$ cat config.mk
export PLATFORM = sky130hd
export DESIGN_NAME = stick_frame_mux
export DESIGN_NICKNAME = d
export VERILOG_FILES = /design/src/rtl/stick_frame_mux.sv
export SDC_FILE = /design/constraint.sdc
export NUM_CORES = 1
export LEC_CHECK = 0
export ABC_CLOCK_PERIOD_IN_PS = 3930
export CAP_MARGIN = 0
export CORE_MARGIN = 3
export CORE_UTILIZATION = 45
export DETAILED_ROUTE_END_ITERATION = 7
export GPL_TIMING_DRIVEN = 1
export PLACE_DENSITY_LB_ADDON = 0.2
export SYNTH_ARGS = -nofsm -noshare
export SYNTH_HDL_FRONTEND = slang
export SYNTH_HIERARCHICAL = 1
export SYNTH_SLANG_ARGS = --single-unit
$ cat constraint.sdc
create_clock -name sys_clk -period 3.93 [get_ports sys_clk]
set_clock_uncertainty 0.1 [all_clocks]
set_input_delay 0.5895 -clock sys_clk [delete_from_list [all_inputs] [get_ports sys_clk]]
set_output_delay 0.5895 -clock sys_clk [all_outputs]
set_load 0.01 [all_outputs]
$ cat src/rtl/stick_frame_mux.sv
// stick_frame_mux: round-robin packetiser that serialises completed frames from
// N_CH sources onto one stream with optional header, SOP/EOP and timeout padding.

module stick_frame_mux_chan (
    input  logic clk_i,
    input  logic rst_i,
    input  logic frame_ready_i,
    input  logic clr_i,
    output logic pending_o,
    output logic overrun_o
);
    logic prev_q, prev_d;
    logic pending_q, pending_d;
    logic rise;

    assign rise      = frame_ready_i & ~prev_q;
    assign overrun_o = rise & pending_q;
    assign pending_o = pending_q;
    assign prev_d    = frame_ready_i;

    // a new edge wins over a same-cycle clear so the frame is not lost
    always_comb begin
        pending_d = pending_q;
        if (rise)
            pending_d = 1'b1;
        else if (clr_i)
            pending_d = 1'b0;
    end

    always_ff @(posedge clk_i) begin
        if (rst_i) begin
            prev_q    <= 1'b0;
            pending_q <= 1'b0;
        end else begin
            prev_q    <= prev_d;
            pending_q <= pending_d;
        end
    end
endmodule

module stick_frame_mux #(
    parameter int N_CH    = 4,
    parameter int DW      = 32,
    parameter int SIZE_W  = 16,
    parameter int HDR_EN  = 1,
    parameter int TIMEOUT = 4096
) (
    input  logic                   sys_clk,
    input  logic                   rst,
    input  logic [N_CH-1:0]        i_frame_ready,
    input  logic [N_CH*SIZE_W-1:0] i_frame_size,
    input  logic [N_CH*DW-1:0]     i_in_data,
    input  logic [N_CH-1:0]        i_in_vld,
    output logic [N_CH-1:0]        o_in_rdy,
    output logic [DW-1:0]          o_out_data,
    output logic                   o_out_vld,
    output logic                   o_out_sop,
    output logic                   o_out_eop,
    input  logic                   i_out_rdy,
    output logic [SIZE_W-1:0]      o_pkt_len,
    output logic [3:0]             o_ch,
    output logic                   o_busy,
    output logic                   o_err_timeout,
    output logic [15:0]            o_err_cnt
);
    localparam int CH_W  = (N_CH > 1) ? $clog2(N_CH) : 1;
    localparam int IDL_W = $clog2(TIMEOUT + 1);

    typedef enum logic [1:0] {S_IDLE, S_HDR, S_DATA, S_PAD} state_e;

    state_e              state_q, state_d;
    logic [CH_W-1:0]     ch_q, ch_d;
    logic [CH_W-1:0]     rr_ptr_q, rr_ptr_d;
    logic [SIZE_W-1:0]   size_q, size_d;
    logic [SIZE_W-1:0]   word_cnt_q, word_cnt_d;
    logic [IDL_W-1:0]    idle_cnt_q, idle_cnt_d;
    logic [SIZE_W-1:0]   pkt_len_q, pkt_len_d;
    logic [15:0]         err_cnt_q, err_cnt_d;
    logic                err_to_q;

    logic [SIZE_W-1:0]   size_arr [N_CH];
    logic [DW-1:0]       data_arr [N_CH];
    logic [N_CH-1:0]     pending, overrun, clr;

    logic                gnt_vld;
    logic [CH_W-1:0]     gnt_ch, idx;
    logic [SIZE_W-1:0]   gnt_size, gnt_len;
    logic                zero_grant, pad_entry;
    logic                beat_xfer, eop_now, first_beat;
    logic [31:0]         hdr_word;
    logic [16:0]         err_sum;

    for (genvar k = 0; k < N_CH; k++) begin : g_ch
        assign size_arr[k] = i_frame_size[k*SIZE_W +: SIZE_W];
        assign data_arr[k] = i_in_data[k*DW +: DW];

        stick_frame_mux_chan u_chan (
            .clk_i         (sys_clk),
            .rst_i         (rst),
            .frame_ready_i (i_frame_ready[k]),
            .clr_i         (clr[k]),
            .pending_o     (pending[k]),
            .overrun_o     (overrun[k])
        );
    end

    // scan from farthest to nearest so the channel right after rr_ptr wins
    always_comb begin
        gnt_vld = 1'b0;
        gnt_ch  = '0;
        idx     = '0;
        for (int i = N_CH; i >= 1; i--) begin
            idx = CH_W'((int'(rr_ptr_q) + i) % N_CH);
            if (pending[idx]) begin
                gnt_vld = 1'b1;
                gnt_ch  = idx;
            end
        end
    end

    assign gnt_size = size_arr[gnt_ch];
    // SIZE_W-bit wrap gives the same low bits as the SIZE_W+2 bit product
    assign gnt_len  = (gnt_size + SIZE_W'(HDR_EN)) << 2;

    assign hdr_word   = {8'hA5, 4'h0, 4'(ch_q), 16'(size_q)};
    assign eop_now    = (word_cnt_q == size_q - SIZE_W'(1));
    assign first_beat = (word_cnt_q == '0);
    assign beat_xfer  = o_out_vld & i_out_rdy;

    always_comb begin
        o_out_data = '0;
        o_out_vld  = 1'b0;
        o_out_sop  = 1'b0;
        o_out_eop  = 1'b0;
        o_in_rdy   = '0;
        unique case (state_q)
            S_HDR: begin
                o_out_data = DW'(hdr_word);
                o_out_vld  = 1'b1;
                o_out_sop  = 1'b1;
            end
            S_DATA: begin
                o_out_data     = data_arr[ch_q];
                o_out_vld      = i_in_vld[ch_q];
                o_in_rdy[ch_q] = i_out_rdy;
                o_out_sop      = (HDR_EN == 0) && first_beat;
                o_out_eop      = eop_now;
            end
            S_PAD: begin
                o_out_vld = 1'b1;
                o_out_sop = (HDR_EN == 0) && first_beat;
                o_out_eop = eop_now;
            end
            default: ;
        endcase
    end

    always_comb begin
        state_d    = state_q;
        ch_d       = ch_q;
        size_d     = size_q;
        word_cnt_d = word_cnt_q;
        idle_cnt_d = idle_cnt_q;
        rr_ptr_d   = rr_ptr_q;
        pkt_len_d  = pkt_len_q;
        zero_grant = 1'b0;
        pad_entry  = 1'b0;
        unique case (state_q)
            S_IDLE: begin
                if (gnt_vld) begin
                    rr_ptr_d = gnt_ch;
                    if (gnt_size == '0) begin
                        zero_grant = 1'b1;
                    end else begin
                        ch_d       = gnt_ch;
                        size_d     = gnt_size;
                        pkt_len_d  = gnt_len;
                        word_cnt_d = '0;
                        idle_cnt_d = '0;
                        state_d    = (HDR_EN != 0) ? S_HDR : S_DATA;
                    end
                end
            end
            S_HDR: begin
                if (i_out_rdy)
                    state_d = S_DATA;
            end
            S_DATA: begin
                if (beat_xfer) begin
                    word_cnt_d = word_cnt_q + 1'b1;
                    idle_cnt_d = '0;
                    if (eop_now)
                        state_d = S_IDLE;
                end else if (idle_cnt_q == IDL_W'(TIMEOUT - 1)) begin
                    state_d    = S_PAD;
                    idle_cnt_d = '0;
                    pad_entry  = 1'b1;
                end else begin
                    idle_cnt_d = idle_cnt_q + 1'b1;
                end
            end
            S_PAD: begin
                if (i_out_rdy) begin
                    word_cnt_d = word_cnt_q + 1'b1;
                    if (eop_now)
                        state_d = S_IDLE;
                end
            end
            default: state_d = S_IDLE;
        endcase
    end

    always_comb begin
        clr = '0;
        if (beat_xfer && o_out_eop)
            clr[ch_q] = 1'b1;
        if (zero_grant)
            clr[gnt_ch] = 1'b1;
    end

    // simultaneous overrun and timeout add two
    assign err_sum   = {1'b0, err_cnt_q} + 17'(|overrun) + 17'(pad_entry);
    assign err_cnt_d = err_sum[16] ? 16'hFFFF : err_sum[15:0];

    always_ff @(posedge sys_clk) begin
        if (rst) begin
            state_q    <= S_IDLE;
            ch_q       <= '0;
            rr_ptr_q   <= CH_W'(N_CH - 1);
            size_q     <= '0;
            word_cnt_q <= '0;
            idle_cnt_q <= '0;
            pkt_len_q  <= '0;
            err_cnt_q  <= '0;
            err_to_q   <= 1'b0;
        end else begin
            state_q    <= state_d;
            ch_q       <= ch_d;
            rr_ptr_q   <= rr_ptr_d;
            size_q     <= size_d;
            word_cnt_q <= word_cnt_d;
            idle_cnt_q <= idle_cnt_d;
            pkt_len_q  <= pkt_len_d;
            err_cnt_q  <= err_cnt_d;
            err_to_q   <= pad_entry;
        end
    end

    assign o_pkt_len     = pkt_len_q;
    assign o_ch          = 4'(ch_q);
    assign o_busy        = (state_q != S_IDLE);
    assign o_err_timeout = err_to_q;
    assign o_err_cnt     = err_cnt_q;
endmodule

==> impl_metrics.py <==
# Auto-generated metrics
metrics = {
    "synth": {
        "ys_sh_aoi": 0.261,
        "ys_area_um2": 7240,
        "synth.most_common_cell": "dfxtp_1",
        "synth.avg_cell_area_um2": 8.29,
        "synth_cell_type_count": 79,
        "syn_area_um2": 7240,
        "postSynthSeqShare": 0.249,
        "adder_share": 0.0201,
        "ys.flops": 90,
        "yosys.area_share.xor_xnor": 0.0520,
        "top_area_frac": 0.249,
        "yosys.area.top_type": "dfxtp_1",
        "top_cells_by_area": "dfxtp_1, mux4_2, a211oi_1, a21oi_1, nand2_1",
        "ys_warn_count": 6,
        "flop_cell": "dfxtp_1",
        "top_logic_kind": "AND-OR/OR-AND gates",
        "async_reset_ff_frac": 0,
        "edf_count": 0,
        "ys_cells": 873,
        "synthCells": 873,
    },
    "critical_path": {
        "r2r_start": "g_ch[2].u_chan/pending_o",
        "crit_fanout": 20,
        "reg2reg_to": "word_cnt_q[14]",
        "cp_slowest_stage_delay_ps": 600,
        "cp-endpoint": "word_cnt_q[14]",
        "r2r_cells": 12,
        "path_buffers": 1,
        "crit_chain": "nand2b_1 > a21boi_0 > o21a_1 > mux2i_1 > mux2_2 > ha_1 > o21ai_0 > or4_4 > o21ai_1 > buf_4 > a221oi_1 > o32ai_1",
        "critPathRequiredTime_ps": 4090,
        "critPathKind": "flop to flop",
        "end_kind": "flop",
        "cpMaxStageDelayCell": "or4_4",
        "crit_start": "g_ch[2].u_chan/pending_o",
        "path_depth": 12,
        "critPathTopFamily": "AND-OR/OR-AND gates",
        "cp.arrival_ps": 3850,
    },
    "finish": {
        "nClkBuffers": 9,
        "flops": 90,
        "fin_nets": 1341,
        "final_layout_size_suffix_gt1_frac": 0.119,
        "lay_top_count": "clkdlybuf4s50_1",
        "logic_area_um2": 5000,
        "flop_area_um2": 1810,
        "area_growth_pct": 45.3,
        "final_cell_mix": "clkdlybuf4s50_1, dfxtp_1, nand2_1",
        "seqAreaFraction": 0.172,
        "comb_share": 0.475,
        "clkCellAreaFrac": 0.0267,
        "largest_cell_class": "multi-input combinational cells",
        "buffer_area_frac": 0.291,
        "inverters": 30,
        "signal_buffers": 314,
        "fill_cells": 1309,
        "comb_cells": 682,
    },
    "route": {
        "wl_met3_um": 2220,
        "first_iter_violations": 689,
        "top_layer_used": "met4",
        "dr.pass1.iters": 5,
        "postRouteAntennaNets": 0,
        "met1_length_um": 10300,
        "drc": 0,
        "dr_wl_met2_um": 12700,
    },
    "cts": {
        "clk_latency_ps": 350,
        "clock_sinks": 90,
        "root_buffer": "clkbuf_16",
        "ctsResizeCount": 1,
        "cts_max_level": 3,
        "cts_buffer_depth": 2,
        "cts_tree": "yes",
        "cts_setup_buffers": 0,
    },
    "power_and_ir_drop": {
        "power_frac_clock": 0.160,
        "seqPwrFrac": 0.245,
        "p_clk_mw": 0.833,
        "p_seq_mw": 1.27,
        "swShare": 0.432,
        "switchingPower_mw": 2.25,
        "cellPowerDensity_nw_per_um2": 495,
        "power.static_leakage_nw": 3.72,
        "finalPower_mw": 5.20,
        "top_power_group": "combinational cells",
        "powerComb_mw": 3.10,
        "p_comb_frac": 0.595,
        "internal_power_mw": 2.96,
    },
    "job": {
        "drv_cap": 0,
    },
    "global_route": {
        "grt_pass1_vias": 7429,
        "grt_overflow": 0,
        "antenna_found_initial": 0,
        "grt_max_degree": 56,
    },
    "floorplanning": {
        "die_h_um": 133,
        "die_w_um": 133,
        "fp-utilization": 0.467,
        "coreArea_um2": 15500,
        "taps": 211,
        "io_pins": 280,
        "dieArea_um2": 17600,
    },
    "sta": {
        "min_period_ps": 3690,
        "max_freq_ghz": 0.271,
        "setup_ws_ps": 241,
        "fin_crit_sh": 0.939,
        "rsz0062_at_grt": "no",
        "finalMaxSlewViolations": 0,
        "tns_ps": 0,
        "finalHoldViolCount": 0,
        "setup_viol": 0,
        "max-slew-margin-rel": 0.504,
    },
    "hold_path": {
        "min-delay-start": "o_pkt_len[3]",
        "hold_depth": 2,
        "hp-class": "flop to flop",
        "hold_path_end": "o_pkt_len[3]",
    },
    "place": {
        "gp_congestion": 0.940,
        "portBuffers": 275,
        "hpwl_um": 20200,
        "place_worst_setup_slack_ps": 28.9,
    },
    "run_status": {
        "status": "completed",
    },
}
==> per-stage QoR <==
step,area [µm²],std cells,hold WS [ps],utilization
6_report,10500,1343,378,0.679
3_3_place_gp,10200,1327,369,0.660
4_1_cts,10500,1343,381,0.678
5_1_grt,10500,1343,400,0.679
3_5_place_dp,10200,1327,372,0.660
2_1_floorplan,7250,876,341,-
==> registers in the layout, summed over array words and instances, names as in the netlist <==
register               cells
size_q                    16
idle_cnt_q                13
o_err_cnt                 16
g_ch.u_chan/pending_o      4
ch_q                       2
rr_ptr_q                   2
o_pkt_len                 14
state_q                    2
word_cnt_q                16
o_err_timeout              1
g_ch.u_chan/prev_q         4
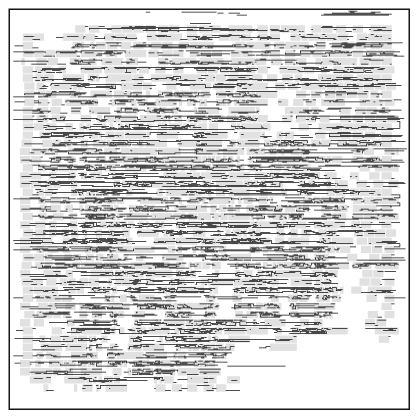
(images/layer_met1.png)
Drawn at 3 px/µm.
nets with wire on the layer: 1189
main direction: horizontal
met1 usage in global routing: 0.353
via count: 7858

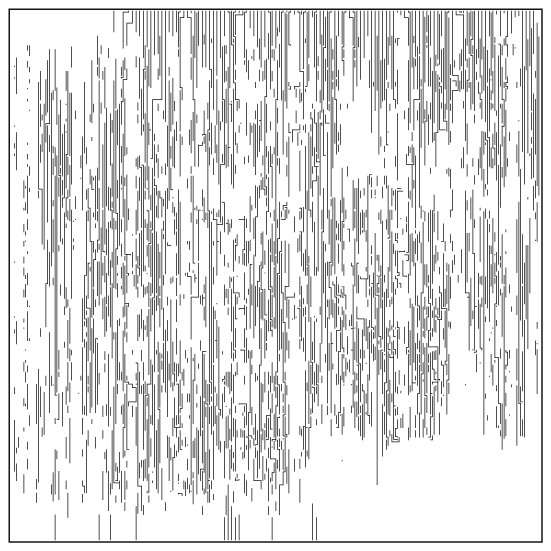
(images/layer_met2.png)
Drawn at 4 px/µm.
wire length on this layer: 12700 µm
main direction: vertical
nets with wire on the layer: 1143
Detailed Route WL: 25700 µm
GR met2 Demand/Resource: 0.476

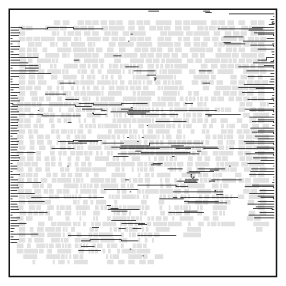
(images/layer_met3.png)
Drawn at 2 px/µm.
longest straight run: 52.9 µm
main direction: horizontal
nets with wire on the layer: 227
share of all routed wire: 8.6%
grt met3 use: 0.0734

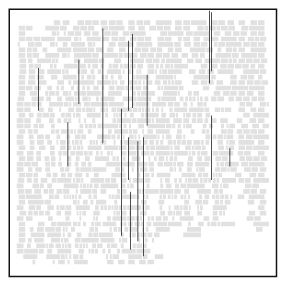
(images/layer_met4.png)
Drawn at 2 px/µm.
share of all routed wire: 2.1%
nets with wire on the layer: 14

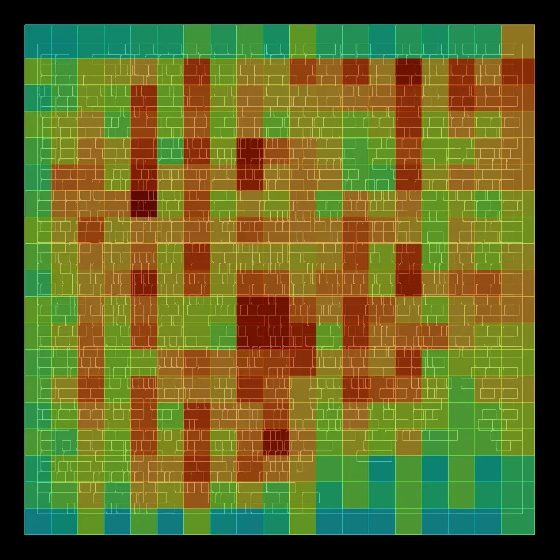
(images/congestion.png)
gr busiest metal: met2
final core occ: 0.679
gr usage total: 0.281
WL/cell: 19.2 µm

